File: src/rtl/ov7670_pkg.sv
`default_nettype none
// ============================================================================
// Module   : ov7670_pkg
// Purpose  : Shared types and constants for the OV7670 SCCB write master.
// Revision : 1.0 - initial release
// ============================================================================
package ov7670_pkg;

  // Write-master sequencing states.
  typedef enum logic [2:0] {
    ST_SETTLE   = 3'd0,
    ST_LOAD     = 3'd1,
    ST_START    = 3'd2,
    ST_SHIFT    = 3'd3,
    ST_STOP     = 3'd4,
    ST_WAIT     = 3'd5,
    ST_NEXT     = 3'd6,
    ST_FINISHED = 3'd7
  } sccb_state_t;

  localparam logic [7:0]  OV7670_SCCB_ID = 8'h42;
  localparam logic [7:0]  REG_COM7       = 8'h12;
  localparam int          COM7_RESET_BIT = 7;
  localparam logic [15:0] INIT_DONE_WORD = 16'hffff;

  // Sequencer output lags `continue` (and reset release) by this many cycles.
  localparam int SETTLE_CYCLES = 2;
  // 3 bytes x (8 data + 1 don't-care) bit slots.
  localparam int SCCB_SLOTS    = 27;

  // A COM7 write with bit 7 set soft-resets the sensor and needs a long pause.
  function automatic logic is_soft_reset(input logic [15:0] word);
    return (word[15:8] == REG_COM7) && word[COM7_RESET_BIT];
  endfunction

endpackage
`default_nettype wire

File: src/rtl/ov7670_sccb_write_tick_gen.sv
`default_nettype none
// ============================================================================
// Module   : sccb_tick_gen
// Purpose  : Quarter-bit tick divider with a 2-bit phase counter for SCCB.
// Revision : 1.0 - initial release
// ============================================================================
module sccb_tick_gen #(
  parameter int DIV = 2
) (
  input  logic       i_clk,
  input  logic       i_reset,
  input  logic       i_en,
  output logic       o_tick,
  output logic [1:0] o_phase
);

  localparam int             c_cw   = (DIV > 1) ? $clog2(DIV) : 1;
  localparam logic [c_cw-1:0] c_last = c_cw'(DIV - 1);

  logic [c_cw-1:0] r_cnt;
  logic [1:0]      r_phase;

  assign o_tick  = i_en && (r_cnt == c_last);
  assign o_phase = r_phase;

  // Divider and phase counter; both parked at zero while disabled.
  always_ff @(posedge i_clk or posedge i_reset) begin
    if (i_reset) begin
      r_cnt   <= '0;
      r_phase <= '0;
    end else if (!i_en) begin
      r_cnt   <= '0;
      r_phase <= '0;
    end else if (o_tick) begin
      r_cnt   <= '0;
      r_phase <= r_phase + 2'd1;
    end else begin
      r_cnt   <= r_cnt + 1'b1;
    end
  end

endmodule
`default_nettype wire

File: src/rtl/ov7670_sccb_write.sv
`default_nettype none
// ============================================================================
// Module   : ov7670_sccb_write
// Purpose  : SCCB 3-phase write master fed by the OV7670 register-init
//            sequencer; raises config_done once the sequencer is exhausted.
// Revision : 1.0 - initial release
// ============================================================================
module ov7670_sccb_write
  import ov7670_pkg::*;
#(
  parameter int         CLK_FREQ          = 25000000,
  parameter int         SCCB_FREQ         = 100000,
  parameter logic [7:0] DEVICE_ID         = OV7670_SCCB_ID,
  parameter int         RESET_WAIT_CYCLES = 25000
) (
  input  logic        i_clk,
  input  logic        i_reset,
  input  logic [15:0] i_data,
  input  logic        i_done,
  output logic        o_continue,
  output logic        o_sio_c,
  output logic        o_sio_d_out,
  output logic        o_sio_d_oe,
  output logic        o_busy,
  output logic        o_config_done
);

  localparam int c_div      = CLK_FREQ / (4 * SCCB_FREQ);
  localparam int c_bus_free = 4 * c_div;
  localparam int c_wait_max = (RESET_WAIT_CYCLES > c_bus_free) ? RESET_WAIT_CYCLES : c_bus_free;
  localparam int c_cnt_w    = $clog2(c_wait_max + 1);

  if (c_div < 2) begin : g_div_check
    $error("ov7670_sccb_write: CLK_FREQ/(4*SCCB_FREQ) must be >= 2");
  end

  sccb_state_t        r_state, w_next;
  logic [c_cnt_w-1:0] r_cnt;
  logic [23:0]        r_shift;
  logic [15:0]        r_word;
  logic [4:0]         r_slot;
  logic [3:0]         r_bit;
  logic               r_busy, r_continue, r_config_done;
  logic               r_sio_c, r_sio_d, r_sio_oe;
  logic               w_c, w_d, w_oe;
  logic               w_en, w_tick, w_phase_end, w_dc;
  logic [1:0]         w_phase;
  logic [c_cnt_w-1:0] w_wait_last;

  assign w_en        = (r_state == ST_START) || (r_state == ST_SHIFT) || (r_state == ST_STOP);
  assign w_phase_end = w_tick && (w_phase == 2'd3);
  assign w_dc        = (r_bit == 4'd8);
  assign w_wait_last = is_soft_reset(r_word) ? c_cnt_w'(RESET_WAIT_CYCLES - 1)
                                             : c_cnt_w'(c_bus_free - 1);

  sccb_tick_gen #(.DIV(c_div)) u_tick_gen (
    .i_clk   (i_clk),
    .i_reset (i_reset),
    .i_en    (w_en),
    .o_tick  (w_tick),
    .o_phase (w_phase)
  );

  // FSM state register.
  always_ff @(posedge i_clk or posedge i_reset) begin
    if (i_reset) r_state <= ST_SETTLE;
    else         r_state <= w_next;
  end

  // Next-state and per-phase bus levels (idle bus unless shifting a frame).
  always_comb begin
    w_next = r_state;
    w_c    = 1'b1;
    w_d    = 1'b1;
    w_oe   = 1'b1;
    case (r_state)
      ST_SETTLE:   if (r_cnt == c_cnt_w'(SETTLE_CYCLES - 1)) w_next = ST_LOAD;
      ST_LOAD:     w_next = i_done ? ST_FINISHED : ST_START;
      ST_START: begin
        w_d = (w_phase == 2'd0);
        w_c = (w_phase != 2'd3);
        if (w_phase_end) w_next = ST_SHIFT;
      end
      ST_SHIFT: begin
        w_c  = (w_phase == 2'd1) || (w_phase == 2'd2);
        w_oe = !w_dc;
        w_d  = w_dc ? 1'b1 : r_shift[23];
        if (w_phase_end && (r_slot == 5'(SCCB_SLOTS - 1))) w_next = ST_STOP;
      end
      ST_STOP: begin
        w_d = w_phase[1];
        w_c = (w_phase != 2'd0);
        if (w_phase_end) w_next = ST_WAIT;
      end
      ST_WAIT:     if (r_cnt == w_wait_last) w_next = ST_NEXT;
      ST_NEXT:     w_next = ST_SETTLE;
      ST_FINISHED: w_next = ST_FINISHED;
      default:     w_next = ST_SETTLE;
    endcase
  end

  // Dwell counter for SETTLE and WAIT, cleared on every state change.
  always_ff @(posedge i_clk or posedge i_reset) begin
    if (i_reset)                                         r_cnt <= '0;
    else if (w_next != r_state)                          r_cnt <= '0;
    else if (r_state == ST_SETTLE || r_state == ST_WAIT) r_cnt <= r_cnt + 1'b1;
  end

  // Frame latch/shift, status flags and registered (glitch-free) bus outputs.
  always_ff @(posedge i_clk or posedge i_reset) begin
    if (i_reset) begin
      r_shift       <= '0;
      r_word        <= '0;
      r_slot        <= '0;
      r_bit         <= '0;
      r_busy        <= 1'b0;
      r_continue    <= 1'b0;
      r_config_done <= 1'b0;
      r_sio_c       <= 1'b1;
      r_sio_d       <= 1'b1;
      r_sio_oe      <= 1'b1;
    end else begin
      r_continue <= (r_state == ST_NEXT);
      r_sio_c    <= w_c;
      r_sio_d    <= w_d;
      r_sio_oe   <= w_oe;
      case (r_state)
        ST_LOAD: begin
          if (i_done) begin
            r_config_done <= 1'b1;
          end else begin
            r_shift <= {DEVICE_ID, i_data};
            r_word  <= i_data;
            r_slot  <= '0;
            r_bit   <= '0;
            r_busy  <= 1'b1;
          end
        end
        ST_SHIFT: begin
          if (w_phase_end) begin
            r_slot <= r_slot + 5'd1;
            if (w_dc) begin
              r_bit <= '0;
            end else begin
              r_bit   <= r_bit + 4'd1;
              r_shift <= {r_shift[22:0], 1'b0};
            end
          end
        end
        ST_NEXT: r_busy <= 1'b0;
        default: ;
      endcase
    end
  end

  assign o_continue    = r_continue;
  assign o_sio_c       = r_sio_c;
  assign o_sio_d_out   = r_sio_d;
  assign o_sio_d_oe    = r_sio_oe;
  assign o_busy        = r_busy;
  assign o_config_done = r_config_done;

endmodule
`default_nettype wire

File: config.mk
export PLATFORM = sky130hd
export DESIGN_NAME = ov7670_sccb_write
export DESIGN_NICKNAME = d
export VERILOG_FILES = /design/src/rtl/ov7670_pkg.sv /design/src/rtl/ov7670_sccb_write_tick_gen.sv /design/src/rtl/ov7670_sccb_write.sv
export SDC_FILE = /design/constraint.sdc
export NUM_CORES = 1
export LEC_CHECK = 0
export ABC_AREA = 1
export CORE_ASPECT_RATIO = 1.4
export CORE_MARGIN = 5
export CORE_UTILIZATION = 55
export CTS_BUF_LIST = sky130_fd_sc_hd__clkbuf_16
export DETAILED_ROUTE_END_ITERATION = 10
export HOLD_SLACK_MARGIN = 0.15
export PLACE_DENSITY = 0.83
export SYNTH_ARGS = -nofsm -noshare
export SYNTH_HDL_FRONTEND = slang
export SYNTH_SLANG_ARGS = --single-unit
File: constraint.sdc
create_clock -name i_clk -period 5.5 [get_ports i_clk]
set_input_delay 1.1 -clock i_clk [delete_from_list [all_inputs] [get_ports i_clk]]
set_output_delay 1.1 -clock i_clk [all_outputs]
set_load 0.01 [all_outputs]
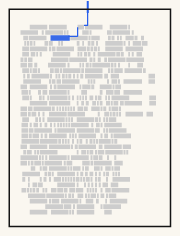
*I/O nets highlighted*
Scale: 2 px per µm.
colour	port	direction	end cells	buffers	wire
blue	o_sio_d_oe	output	1	1	18.3 µm
PortBufs: 24
I/O pins: 25

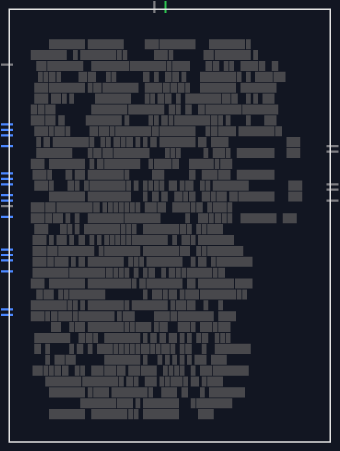
*Pin map*
Scale: 4 px per µm. Pins as bars across the die edge, other pins in grey.
colour	port	pins	direction	edge
blue	i_data	16	input	left
green	o_sio_d_oe	1	output	top
all pins by edge	18 left, 5 right, 2 top
Die H: 107.8 µm
Chip Width: 79.88 µm

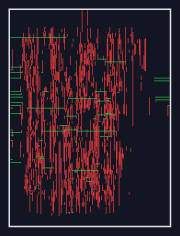
*Routed metal, one colour a layer*
Scale: 2 px per µm. Only two layers are drawn.
colour	layer	wire length
green	met3	287 µm
red	met2	3870 µm

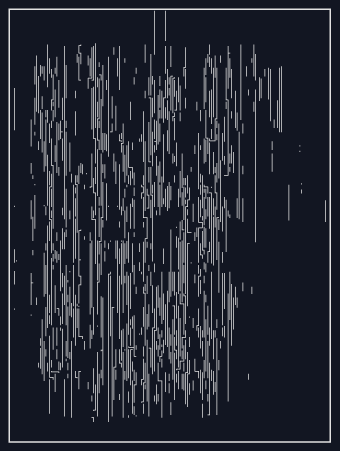
*The metal 2 layer*
Scale: 4 px per µm.
main direction	vertical
nets with wire on the layer	426
longest straight run	43.2 µm
share of all routed wire	51%

==> GITHUB_STEP_SUMMARY <==
## PnR job results

| Metric | Value |
|---|---|
| Met1 GRT Util | 0.2242 |
| Hold WC Path Type | flip-flop to flip-flop |
| Ant diodes | 0 |
| Share of cells above drive strength 1 | 0.1071 |
| Clk_skew | 4.555 ps |
| 1st-iter DRT viols | 197 |
| Worst Path Arrival | 3590 ps |
| R2r startpoint | r_state[2]$_DFF_PP0_ |
| Vias in the first global route | 2967 |
| Max Slew Vio Count | 0 |
| CTS tree | done |
| Drt first pass iters | 4 |
| Global-route usage over all layers | 0.1924 |
| Met2 Use GR | 0.3417 |
| Final hold violations | 0 |
| Chip area estimate from yosys synthesis | 0.003760 mm² |
| Area fraction in compound gates | 0.1128 |
| Initial antenna violation count | 0 |
| Mux frac, synth | 0 |
| Clock Latency Late Sink | 330 ps |
| Min Tclk post-route | 3339 ps |
| Fill cells | 510 |
| Final GP Congestion | 0.8749 |
| Hpwl dp | 5150 µm |
| Post-Syn Area | 0.003760 mm² |
| FF+latch area | 0.001856 mm² |
| Multi-input comb cells | 285 |
| Registers | 74 |
| Area grow syn2layout | 16.64% |
| CTS clock-pin slew for the worst setup and hold paths | 60 ps |
| Min-Delay Path Depth | 2 |
| Most frequent logic cell in the layout | nand2_1 |
| WS Path Type | primary input to flip-flop |
| Tap Cells | 92 |
| Logic area | 0.001597 mm² |
| Yosys cell count | 436 |
| Vias | 3009 |
| Met3 usage | 0.02513 |
| Synth top cell by count | nand2_1 |
| Cells after synthesis | 436 |
| WL/cell | 13.44 µm |
| Largest net degree at the start of global routing | 40 |
| Worst hold path endpoint | r_word[12]$_DFFE_PP0P_ |
| Total gr overflow | 0 |
| Setup TNS | 0 ps |
| Setup ws final | 2161 ps |
| Clock Tree Buf Depth | 2 |
| Synth Register Bits | 74 |
| Worst Max-Slew Pin Slew | 1081 ps |
| CTS root buffer | clkbuf_16 |
| Outcome | completed |
| Cells after DPL | 543 |
| Slowest cell on crit path | nor2_1 |
| Mean Syn Cell Area | 8.624 µm² |
| Area leader share | 0.4725 |
| Async S/R FF share, synth | 1.000 |
| First-pass GRT wire length | 13010 µm |
| Critical path endpoint category | flip-flop |
| Final Cycle Share | 0.6070 |
| HP Start | r_word[12]$_DFFE_PP0P_ |
| Post-synth EDFFs | 0 |
| Full die area | 0.008613 mm² |
| OpenROAD warning count | 31 |
| Worst path cell trace | clkdlybuf4s50_1, nor2_1, inv_2, o21ai_1, nand2_1, inv_2, o211ai_1, o21ai_1 |
| Final wirelength | 7511 µm |
| Setup WS pre-CTS | 1870 ps |
| Top cells excl fill/tap | nand2_1 (87), dfrtp_1 (71), inv_1 (58) |
| Post CTS Setup Buffer Count | 0 |
| Top logic family | simple AND/OR/NAND/NOR gates |
| Yosys warnings | 0 |
| Core area | 0.006613 mm² |
| Post-route cell area | 0.004385 mm² |
| Top cells by area | dfrtp_1 (47%), nand2_1 (8.7%), inv_1 (5.9%) |
| Clock buf count | 9 |
| Crit path to | r_shift[8]$_DFFE_PP0P_ |
| Clock network area share | 0.07275 |
| Simple-gate share of the synthesized area | 0.2436 |
| Post-route non-filler standard cell count | 559 |
| Rel. slew slack | 0.2768 |
| Core Util at FP | 0.5686 |
| R2R cell count | 9 |
| Clock sink count | 74 |
| Core Util, Final | 0.6632 |
| DRC | 0 |
| Setup crit start | i_done |
registers in the layout, indices dropped and copies added, names as in the netlist:
signal	flops
o_config_done	1
o_sio_d_oe	1
o_sio_d_out	1
u_tick_gen.r_cnt	6
o_busy	1
r_state	3
o_sio_c	1
r_word	9
o_continue	1
u_tick_gen.o_phase	2
r_slot	5
r_shift	24
r_cnt	15
r_bit	4
critical path: cells and delay by family:
kind                   cells  cell delay, ps
buffers and inverters      3            1020
AND/OR/NAND/NOR            2             990
AND-OR/OR-AND              3             470
routing by layer:
metal  up-vias  wire (µm)
met3        22        287
li1       1453          -
met4         0        215
met1      1462       3143
met5         -          0
met2        72       3865
power by group:
group	internal, mW	switching, mW	total (mW)
sequential	0.549	0.00225	0.551
clock	0.396	0.221	0.617
combinational	0.0148	0.0184	0.0332
total	0.960	0.242	1.20
Power figures rest on the tool's default switching activity, not on a simulated workload.
